### Cell outlines without signal wires, run 1

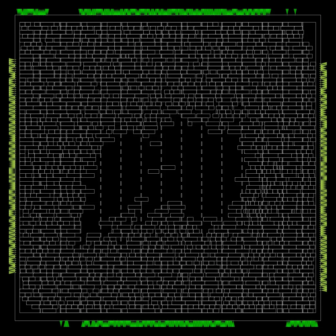
### M3 wires, run 1

Scale bar: 50 µm.
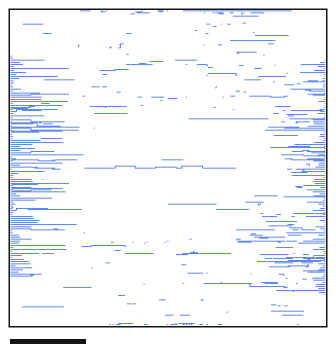
### Clock wires, drivers and flops, run 1

Scale bar: 50 µm.
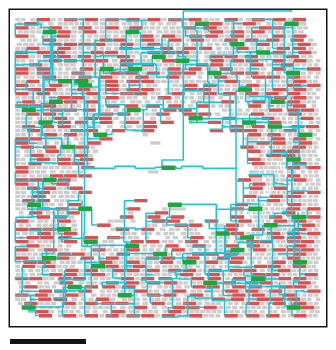
### Close-up of the layout, run 1

Window x 85 to 125, y 43 to 83 µm. Cells in gray, sequential cells in the stronger gray; small squares are vias.
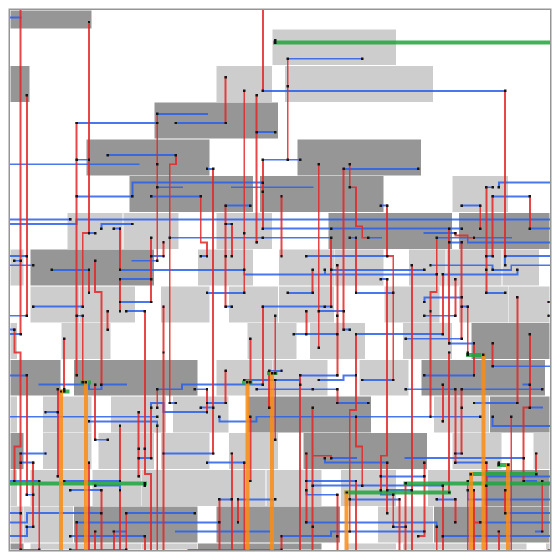
$ cat config.mk
export PLATFORM = sky130hd
export DESIGN_NAME = pipe_stage_reg_flat
export DESIGN_NICKNAME = d
export VERILOG_FILES = /design/src/rtl/cpu_pkg.sv /design/src/rtl/pipe_stage_reg_if.sv /design/src/rtl/stage_entry.sv /design/src/rtl/pipe_stage_reg.sv /design/src/flat_wrapper.sv
export SDC_FILE = /design/constraint.sdc
export NUM_CORES = 1
export LEC_CHECK = 0
export ABC_AREA = 0
export CORE_MARGIN = 3
export CORE_UTILIZATION = 54
export CTS_CLUSTER_DIAMETER = 50
export DETAILED_ROUTE_END_ITERATION = 16
export PLACE_DENSITY = 0.95
export SLEW_MARGIN = 10
export SYNTH_ARGS = -nofsm -noshare
export SYNTH_HDL_FRONTEND = slang
export SYNTH_SLANG_ARGS = --single-unit
$ cat constraint.sdc
create_clock -name clk -period 5.25 [get_ports clk]
set_input_delay 1.575 -clock clk [delete_from_list [all_inputs] [get_ports clk]]
set_output_delay 1.575 -clock clk [all_outputs]
set_load 0.005 [all_outputs]
$ cat src/rtl/cpu_pkg.sv
// Shared CPU constants and helpers.
// Used by the pipeline stage registers and the hazard unit.
package cpu_pkg;

    localparam int          TNEW_W    = 4;
    localparam int          PAYLOAD_W = 192;
    localparam logic [31:0] RESET_PC  = 32'h0000_3000;
    localparam logic [31:0] EXC_PC    = 32'h0000_4180;

    // Tnew counts down toward 0 and sticks there.
    function automatic logic [TNEW_W-1:0] sat_dec(
        input logic [TNEW_W-1:0] t
    );
        return (t == '0) ? '0 : t - TNEW_W'(1);
    endfunction

endpackage

$ cat src/rtl/pipe_stage_reg_if.sv
// Valid/ready beat carrying PC, instr, GRF write, Tnew and payload.
// master drives the beat, slave returns ready.
interface pipe_stage_reg_if #(
    parameter int PAYLOAD_W = cpu_pkg::PAYLOAD_W,
    parameter int TNEW_W    = cpu_pkg::TNEW_W
);
    logic                 valid;
    logic                 ready;
    logic [31:0]          pc;
    logic [31:0]          instr;
    logic                 grf_write;
    logic [TNEW_W-1:0]    tnew;
    logic [PAYLOAD_W-1:0] payload;

    modport master (
        output valid, pc, instr, grf_write, tnew, payload,
        input  ready
    );

    modport slave (
        input  valid, pc, instr, grf_write, tnew, payload,
        output ready
    );
endinterface

$ cat src/rtl/stage_entry.sv
// One register slice of a pipeline stage with valid bit.
// clr_i forces the exception bubble, load_i captures, kill_i drops valid.
module stage_entry #(
    parameter int          PAYLOAD_W = cpu_pkg::PAYLOAD_W,
    parameter int          TNEW_W    = cpu_pkg::TNEW_W,
    parameter logic [31:0] RST_PC    = cpu_pkg::RESET_PC,
    parameter logic [31:0] EXC_PC    = cpu_pkg::EXC_PC
) (
    input  logic                 clk_i,
    input  logic                 rst_ni,
    input  logic                 clr_i,
    input  logic                 load_i,
    input  logic                 kill_i,
    input  logic [31:0]          pc_i,
    input  logic [31:0]          instr_i,
    input  logic                 grf_write_i,
    input  logic [TNEW_W-1:0]    tnew_i,
    input  logic [PAYLOAD_W-1:0] payload_i,
    output logic                 valid_o,
    output logic [31:0]          pc_o,
    output logic [31:0]          instr_o,
    output logic                 grf_write_o,
    output logic [TNEW_W-1:0]    tnew_o,
    output logic [PAYLOAD_W-1:0] payload_o
);

    logic                 valid_q, valid_d;
    logic [31:0]          pc_q, pc_d;
    logic [31:0]          instr_q, instr_d;
    logic                 gw_q, gw_d;
    logic [TNEW_W-1:0]    tnew_q, tnew_d;
    logic [PAYLOAD_W-1:0] pl_q, pl_d;

    always_comb begin
        valid_d = valid_q;
        pc_d    = pc_q;
        instr_d = instr_q;
        gw_d    = gw_q;
        tnew_d  = tnew_q;
        pl_d    = pl_q;
        if (clr_i) begin
            valid_d = 1'b0;
            pc_d    = EXC_PC;
            instr_d = '0;
            gw_d    = 1'b0;
            tnew_d  = '0;
        end else if (load_i) begin
            valid_d = 1'b1;
            pc_d    = pc_i;
            instr_d = instr_i;
            gw_d    = grf_write_i;
            tnew_d  = tnew_i;
            pl_d    = payload_i;
        end else if (kill_i) begin
            valid_d = 1'b0;
        end
    end

    always_ff @(posedge clk_i or negedge rst_ni) begin
        if (!rst_ni) begin
            valid_q <= 1'b0;
            pc_q    <= RST_PC;
            instr_q <= '0;
            gw_q    <= 1'b0;
            tnew_q  <= '0;
            pl_q    <= '0;
        end else begin
            valid_q <= valid_d;
            pc_q    <= pc_d;
            instr_q <= instr_d;
            gw_q    <= gw_d;
            tnew_q  <= tnew_d;
            pl_q    <= pl_d;
        end
    end

    assign valid_o     = valid_q;
    assign pc_o        = pc_q;
    assign instr_o     = instr_q;
    assign grf_write_o = gw_q;
    assign tnew_o      = tnew_q;
    assign payload_o   = pl_q;

endmodule

$ cat src/rtl/pipe_stage_reg.sv
// Elastic pipeline stage register: main entry plus a skid entry.
// in_ready depends only on skid state, so stalls stay local.
module pipe_stage_reg #(
    parameter int          PAYLOAD_W = cpu_pkg::PAYLOAD_W,
    parameter int          TNEW_W    = cpu_pkg::TNEW_W,
    parameter logic [31:0] RESET_PC  = cpu_pkg::RESET_PC,
    parameter logic [31:0] EXC_PC    = cpu_pkg::EXC_PC
) (
    input  logic             clk,
    input  logic             reset,
    input  logic             req,
    pipe_stage_reg_if.slave  in_if,
    pipe_stage_reg_if.master out_if
);

    logic                 main_v, skid_v;
    logic [31:0]          main_pc, skid_pc;
    logic [31:0]          main_instr, skid_instr;
    logic                 main_gw, skid_gw;
    logic [TNEW_W-1:0]    main_tnew, skid_tnew;
    logic [PAYLOAD_W-1:0] main_pl, skid_pl;

    logic                 accept, fire, main_free;
    logic                 main_load, main_kill;
    logic                 skid_load, skid_kill;
    logic [TNEW_W-1:0]    tnew_cap;
    logic [31:0]          mpc_in, minstr_in;
    logic                 mgw_in;
    logic [TNEW_W-1:0]    mtnew_in;
    logic [PAYLOAD_W-1:0] mpl_in;

    assign in_if.ready = ~skid_v;
    assign accept      = in_if.valid & ~skid_v;
    assign fire        = main_v & out_if.ready;
    assign main_free   = ~main_v | fire;

    assign tnew_cap = (in_if.tnew == '0) ? '0
                    : in_if.tnew - TNEW_W'(1);

    // Skid drains into main first so ordering stays FIFO.
    assign main_load = main_free & (skid_v | accept);
    assign main_kill = main_free & ~skid_v & ~accept;
    assign skid_load = ~main_free & accept;
    assign skid_kill = main_free & skid_v;

    assign mpc_in    = skid_v ? skid_pc    : in_if.pc;
    assign minstr_in = skid_v ? skid_instr : in_if.instr;
    assign mgw_in    = skid_v ? skid_gw    : in_if.grf_write;
    assign mtnew_in  = skid_v ? skid_tnew  : tnew_cap;
    assign mpl_in    = skid_v ? skid_pl    : in_if.payload;

    stage_entry #(
        .PAYLOAD_W (PAYLOAD_W),
        .TNEW_W    (TNEW_W),
        .RST_PC    (RESET_PC),
        .EXC_PC    (EXC_PC)
    ) u_main (
        .clk_i       (clk),
        .rst_ni      (reset),
        .clr_i       (req),
        .load_i      (main_load),
        .kill_i      (main_kill),
        .pc_i        (mpc_in),
        .instr_i     (minstr_in),
        .grf_write_i (mgw_in),
        .tnew_i      (mtnew_in),
        .payload_i   (mpl_in),
        .valid_o     (main_v),
        .pc_o        (main_pc),
        .instr_o     (main_instr),
        .grf_write_o (main_gw),
        .tnew_o      (main_tnew),
        .payload_o   (main_pl)
    );

    stage_entry #(
        .PAYLOAD_W (PAYLOAD_W),
        .TNEW_W    (TNEW_W),
        .RST_PC    (RESET_PC),
        .EXC_PC    (EXC_PC)
    ) u_skid (
        .clk_i       (clk),
        .rst_ni      (reset),
        .clr_i       (req),
        .load_i      (skid_load),
        .kill_i      (skid_kill),
        .pc_i        (in_if.pc),
        .instr_i     (in_if.instr),
        .grf_write_i (in_if.grf_write),
        .tnew_i      (tnew_cap),
        .payload_i   (in_if.payload),
        .valid_o     (skid_v),
        .pc_o        (skid_pc),
        .instr_o     (skid_instr),
        .grf_write_o (skid_gw),
        .tnew_o      (skid_tnew),
        .payload_o   (skid_pl)
    );

    assign out_if.valid     = main_v;
    assign out_if.pc        = main_pc;
    assign out_if.instr     = main_instr;
    assign out_if.grf_write = main_gw & main_v;
    assign out_if.tnew      = main_v ? main_tnew : '0;
    assign out_if.payload   = main_pl;

endmodule

$ cat src/flat_wrapper.sv
// flat-port wrapper written by rule: the top's interface ports become plain ports
module pipe_stage_reg_flat 
#(
    parameter int          PAYLOAD_W = cpu_pkg::PAYLOAD_W,
    parameter int          TNEW_W    = cpu_pkg::TNEW_W,
    parameter logic [31:0] RESET_PC  = cpu_pkg::RESET_PC,
    parameter logic [31:0] EXC_PC    = cpu_pkg::EXC_PC
)
  (clk, reset, req, in_if_valid, in_if_pc, in_if_instr, in_if_grf_write, in_if_tnew, in_if_payload, in_if_ready, out_if_valid, out_if_pc, out_if_instr, out_if_grf_write, out_if_tnew, out_if_payload, out_if_ready);
  pipe_stage_reg_if #(.PAYLOAD_W(PAYLOAD_W), .TNEW_W(TNEW_W)) in_if_i ();
  pipe_stage_reg_if #(.PAYLOAD_W(PAYLOAD_W), .TNEW_W(TNEW_W)) out_if_i ();
  input  logic clk;
  input  logic reset;
  input  logic req;
  input wire logic [$bits(in_if_i.valid)-1:0] in_if_valid;
  input wire logic [$bits(in_if_i.pc)-1:0] in_if_pc;
  input wire logic [$bits(in_if_i.instr)-1:0] in_if_instr;
  input wire logic [$bits(in_if_i.grf_write)-1:0] in_if_grf_write;
  input wire logic [$bits(in_if_i.tnew)-1:0] in_if_tnew;
  input wire logic [$bits(in_if_i.payload)-1:0] in_if_payload;
  output wire logic [$bits(in_if_i.ready)-1:0] in_if_ready;
  output wire logic [$bits(out_if_i.valid)-1:0] out_if_valid;
  output wire logic [$bits(out_if_i.pc)-1:0] out_if_pc;
  output wire logic [$bits(out_if_i.instr)-1:0] out_if_instr;
  output wire logic [$bits(out_if_i.grf_write)-1:0] out_if_grf_write;
  output wire logic [$bits(out_if_i.tnew)-1:0] out_if_tnew;
  output wire logic [$bits(out_if_i.payload)-1:0] out_if_payload;
  input wire logic [$bits(out_if_i.ready)-1:0] out_if_ready;
  assign in_if_i.valid = in_if_valid;
  assign in_if_i.pc = in_if_pc;
  assign in_if_i.instr = in_if_instr;
  assign in_if_i.grf_write = in_if_grf_write;
  assign in_if_i.tnew = in_if_tnew;
  assign in_if_i.payload = in_if_payload;
  assign in_if_ready = in_if_i.ready;
  assign out_if_valid = out_if_i.valid;
  assign out_if_pc = out_if_i.pc;
  assign out_if_instr = out_if_i.instr;
  assign out_if_grf_write = out_if_i.grf_write;
  assign out_if_tnew = out_if_i.tnew;
  assign out_if_payload = out_if_i.payload;
  assign out_if_i.ready = out_if_ready;
  pipe_stage_reg #(.PAYLOAD_W(PAYLOAD_W), .TNEW_W(TNEW_W), .RESET_PC(RESET_PC), .EXC_PC(EXC_PC)) u_core (.clk(clk), .reset(reset), .req(req), .in_if(in_if_i), .out_if(out_if_i));
endmodule
==> flow_metrics.env, run 1 <==
# flow metrics
export IMPL_drive_gt1_share_pct=30.08
export IMPL_crit_buf_inv=2
export IMPL_crit_end="u_core.u_skid.payload_o[17]$_DFFE_PN0P_"
export IMPL_grt_pass1_vias=16429
export IMPL_clock_area_share_pct=6.322
export IMPL_net_switching_power_mw=2.820
export IMPL_synthAdderAreaFrac_pct=0.1124
export IMPL_synth_simple_area_share_pct=0.7590
export IMPL_yosys_area_um2=22250
export IMPL_leakagePower_nw=12.52
export IMPL_antennaDiodeCount=15
export IMPL_ys_sh_xor_pct=0
export IMPL_die_y_um=209.0
export IMPL_warning_count=33
export IMPL_mi_logic_area_um2=8640
export IMPL_via_count=14755
export IMPL_grtUsageMet3_pct=6.996
export IMPL_ys_seq_share_pct=58.95
export IMPL_port_buffers=528
export IMPL_insertion_delay_ns=0.59
export IMPL_dp_slack_ns=0.8525
export IMPL_place_congestion=0.8251
export IMPL_logic_family="multiplexers"
export IMPL_critPathSlowestCell="nand3b_1"
export IMPL_crit_cells=5
export IMPL_busiest_layer="met2"
export IMPL_clock_buffers=81
export IMPL_hold_start="u_core.u_main.payload_o[145]$_DFFE_PN0P_"
export IMPL_die_w_um=209.0
export IMPL_hold_buffers=0
export IMPL_use_met1_pct=31.77
export IMPL_reg2reg_depth=4
export IMPL_drt_antenna_violating_nets=0
export IMPL_power_frac_comb_pct=18.9
export IMPL_final_core_util_pct=74.56
export IMPL_cts_num_sinks=524
export IMPL_vias_per_cell=5.814
export IMPL_grt_max_degree=135
export IMPL_hold_path_end="u_core.u_main.payload_o[145]$_DFFE_PN0P_"
export IMPL_finalCriticalPeriod_ns=3.839
export IMPL_clock_skew_ns=0.02214
export IMPL_rows=73
export IMPL_finalClockPeriodUsage_pct=73.13
export IMPL_h_tree_depth=2
export IMPL_numCtsBuffers=53
export IMPL_ys_ff=524
export IMPL_hp_class="reg2reg"
export IMPL_yosys_stat_cells=1448
export IMPL_crit_path_start="out_if_ready"
export IMPL_fp_util_pct=55.37
export IMPL_fp_nets=1716
export IMPL_synth_cellmix_compoundShare_pct=5.797
export IMPL_pwr_share_clk_pct=35.3
export IMPL_syn2layout_area_growth_pct=34.65
export IMPL_cts_resized=0
export IMPL_outcome="complete, no violations"
export IMPL_wl_met1_um=22530
export IMPL_p_seq_mw=5.24
export IMPL_relSlewSlack_pct=32.11
export IMPL_r2r_slack_ns=1.99
export IMPL_fin_cells=2538
export IMPL_die_area_um2=43680
export IMPL_mostFrequentLayoutCells="527 x clkdlybuf4s50_1, 519 x dfrtp_1, 476 x mux2_2"
export IMPL_grt_usage_pct=27.76
export IMPL_core_area_um2=40190
export IMPL_taps=525
export IMPL_setup_violations_final=0
export IMPL_ir_drop_mv=0.3372
export IMPL_drt_iter0_markers=1231
export IMPL_power_density_nw_per_um2=381.8
export IMPL_post_cts_buffers=0
export IMPL_ys_types=37
export IMPL_hold_ws_ns=0.4832
export IMPL_worst_pin_slew_ns=1.015
export IMPL_io_pins=529
export IMPL_grt_ovfl_total=0
export IMPL_cp_cell_sequence="clkdlybuf4s50_1 > nor2b_1 > nand3b_1 > buf_12 > mux2_2"
export IMPL_drt_total_wl_um=62010
export IMPL_sh_comb_area_pct=28.83
export IMPL_syn_area_um2=22250
export IMPL_wl_per_cell_um=24.43
export IMPL_dominant_cells="sequential cells"
export IMPL_switching_share_pct=24.65
export IMPL_synthCells=1448
export IMPL_min_path_cells=1
-- 'Cell outlines without signal wires' (at the start) --
Fillers: 2233
Seq area share: 43.79%

-- 'M3 wires' (at the start) --
- share of all routed wire: 7.0%
- longest straight run: 71.5 µm
- wire length on this layer: 4360 µm
- main direction: horizontal

-- 'Clock wires, drivers and flops' (at the start) --
- red: flip-flops (count 524)
- green: cells driving clock nets (count 53)
- cyan: clock wires (length 6340 µm)
- flops lie: widely spread

-- 'Close-up of the layout' (at the start) --
- blue: met1
- red: met2
- green: met3
- orange: met4
- sequential cells in the window: 18
- netlist names of flops here include: u_core.u_skid.payload_o (10), u_core.u_main.payload_o (8)
- cells with their middle in the window: 63
- most frequent: mux2_2 (19), dfrtp_1 (18), clkdlybuf4s50_1 (16)

-- run 1: cell usage after synthesis --
cell type,number
mux2_2,476
o21ba_2,1
o2bb2ai_1,64
mux2i_1,65
or3b_4,1
buf_2,46
o31ai_1,2
o32ai_1,1
nand2_1,3
or3_1,1
nor3_1,1
ha_1,2
a2bb2oi_1,3
dfrtp_1,520
buf_4,17
and2_1,5
o21bai_1,1
a32o_1,1
inv_1,4
o22a_1,3
a21o_1,1
nor3_4,1
mux2_1,100
nand3b_1,1
nor2b_1,4
a22o_1,66
nor3b_2,1
a211oi_1,1
a211o_1,1
o31a_1,1
dfstp_2,4
clkbuf_1,27
nand2b_1,2
buf_1,11
a21oi_1,3
nor2_1,6
nor3b_1,1
==> run 2: changes to the inputs <==
--- a/config.mk
+++ b/config.mk
@@ -7,10 +7,10 @@
 export LEC_CHECK = 0
 export ABC_AREA = 0
 export CORE_MARGIN = 3
-export CORE_UTILIZATION = 54
+export CORE_UTILIZATION = 50
 export CTS_CLUSTER_DIAMETER = 50
 export DETAILED_ROUTE_END_ITERATION = 16
-export PLACE_DENSITY = 0.95
+export PLACE_DENSITY = 0.89
 export SLEW_MARGIN = 10
 export SYNTH_ARGS = -nofsm -noshare
 export SYNTH_HDL_FRONTEND = slang
==> constraint.sdc (replaced) <==
create_clock -name clk -period 4 [get_ports clk]
set_input_delay 1.2 -clock clk [delete_from_list [all_inputs] [get_ports clk]]
set_output_delay 1.2 -clock clk [all_outputs]
set_load 0.005 [all_outputs]
==> flow_metrics.env, run 2 <==
# flow metrics
export IMPL_outcome="complete, no violations"
export IMPL_common_cells="520 x dfrtp_1, 476 x mux2_2, 100 x mux2_1"
export IMPL_worst_pin_slew_ns=0.9840
export IMPL_hp_class="reg2reg"
export IMPL_r2r_end="u_core.u_main.payload_o[90]$_DFFE_PN0P_"
export IMPL_hold_buffers=0
export IMPL_power_frac_comb_pct=19.2
export IMPL_dp_slack_ns=0.5210
export IMPL_ys_sh_xor_pct=0
export IMPL_post_cts_buffers=0
export IMPL_logic_family="multiplexers"
export IMPL_synth_cellmix_compoundShare_pct=5.797
export IMPL_flop_cell="dfrtp_1"
export IMPL_grt_pass1_vias=16083
export IMPL_syn_area_um2=22250
export IMPL_setup_violations_final=0
export IMPL_critPathSlowestCell="dfrtp_4"
export IMPL_io_pins=529
export IMPL_busiest_layer="met2"
export IMPL_die_area_um2=47080
export IMPL_min_path_cells=1
export IMPL_net_switching_power_mw=3.635
export IMPL_h_tree_depth=2
export IMPL_relSlewSlack_pct=34.40
export IMPL_wl_met1_um=22350
export IMPL_ys_types=37
export IMPL_crit_path_start="u_core.u_skid.valid_o$_DFFE_PN0P_"
export IMPL_synthAdderAreaFrac_pct=0.1124
export IMPL_cts_resized=0
export IMPL_r2r_slack_ns=1.51
export IMPL_ys_ff=524
export IMPL_pwr_share_clk_pct=34.1
export IMPL_vias_per_cell=5.602
export IMPL_power_density_nw_per_um2=488.1
export IMPL_crit_end="in_if_ready"
export IMPL_synthArstFlopShare_pct=100.0
export IMPL_insertion_delay_ns=0.58
export IMPL_ir_drop_mv=0.4349
export IMPL_reg2reg_depth=3
export IMPL_die_w_um=217.0
export IMPL_use_met1_pct=29.15
export IMPL_drt_antenna_violating_nets=0
export IMPL_drcViolationCount=0
export IMPL_grt_max_degree=148
export IMPL_place_congestion=0.8604
export IMPL_yosys_stat_cells=1448
export IMPL_mostFrequentLayoutCells="527 x clkdlybuf4s50_1, 519 x dfrtp_1, 476 x mux2_2"
export IMPL_rows=76
export IMPL_drive_gt1_share_pct=30.17
export IMPL_finalClockPeriodUsage_pct=80.49
export IMPL_fp_nets=1716
export IMPL_grt_ovfl_total=0
export IMPL_edf_count=0
export IMPL_p_int_mw=11.00
export IMPL_hold_path_end="u_core.u_main.payload_o[112]$_DFFE_PN0P_"
export IMPL_grtUsageMet3_pct=7.261
export IMPL_synthCells=1448
export IMPL_fp_util_pct=51.10
export IMPL_synth_simple_area_share_pct=0.7590
export IMPL_core_area_um2=43550
export IMPL_syn2layout_area_growth_pct=34.70
export IMPL_yosys_area_um2=22250
export IMPL_final_core_util_pct=68.83
export IMPL_fin_cells=2597
export IMPL_hold_start="u_core.u_main.payload_o[112]$_DFFE_PN0P_"
export IMPL_leakagePower_nw=12.51
==> run 2: cell counts after synthesis <==
Identical to the previous run, type by type.
==> run 2: cell type report <==
type / instances / area, µm²
Multi-Input combinational cell: 819 / 8640
Inverter: 4 / 15.01
Timing Repair Buffer: 557 / 5683
Clock inverter: 22 / 191.4
Tap cell: 585 / 732.0
Antenna cell: 7 / 17.52
Fill cell: 2785 / 13580
Sequential cell: 524 / 13120
Clock buffer: 79 / 1577
==> run 2: critical path: cells and delay by family (launching register included) <==
kind	cells	cell delay, ns
flops	1	0.77
buf+inv	2	0.66
==> run 2: kinds of logic after synthesis <==
kind of cell | count (synthesis)
adders and majority gates | 2
AOI/OAI and AO/OA | 149
and+or+nand+nor | 27
buffers and inverters | 105
DFF | 524
muxes | 641
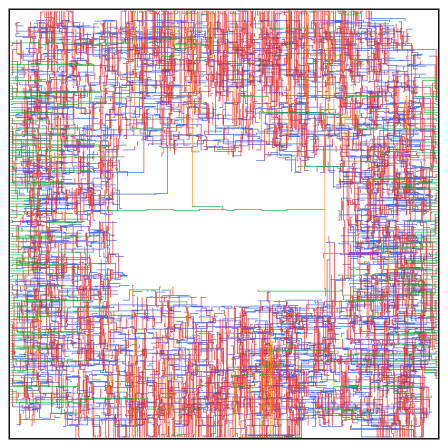
*Routed metal, one color a layer, run 2*
- orange: met4 (wire length 2250 µm)
- purple: met5 (wire length 27.6 µm)
- blue: met1 (wire length 22.4 mm)
- red: met2 (wire length 29.9 mm)
- green: met3 (wire length 4480 µm)
via count: 14549
Avg WL per Cell: 22.71 µm
total wire length: 58970 µm
all-layer global routing usage: 24.67%

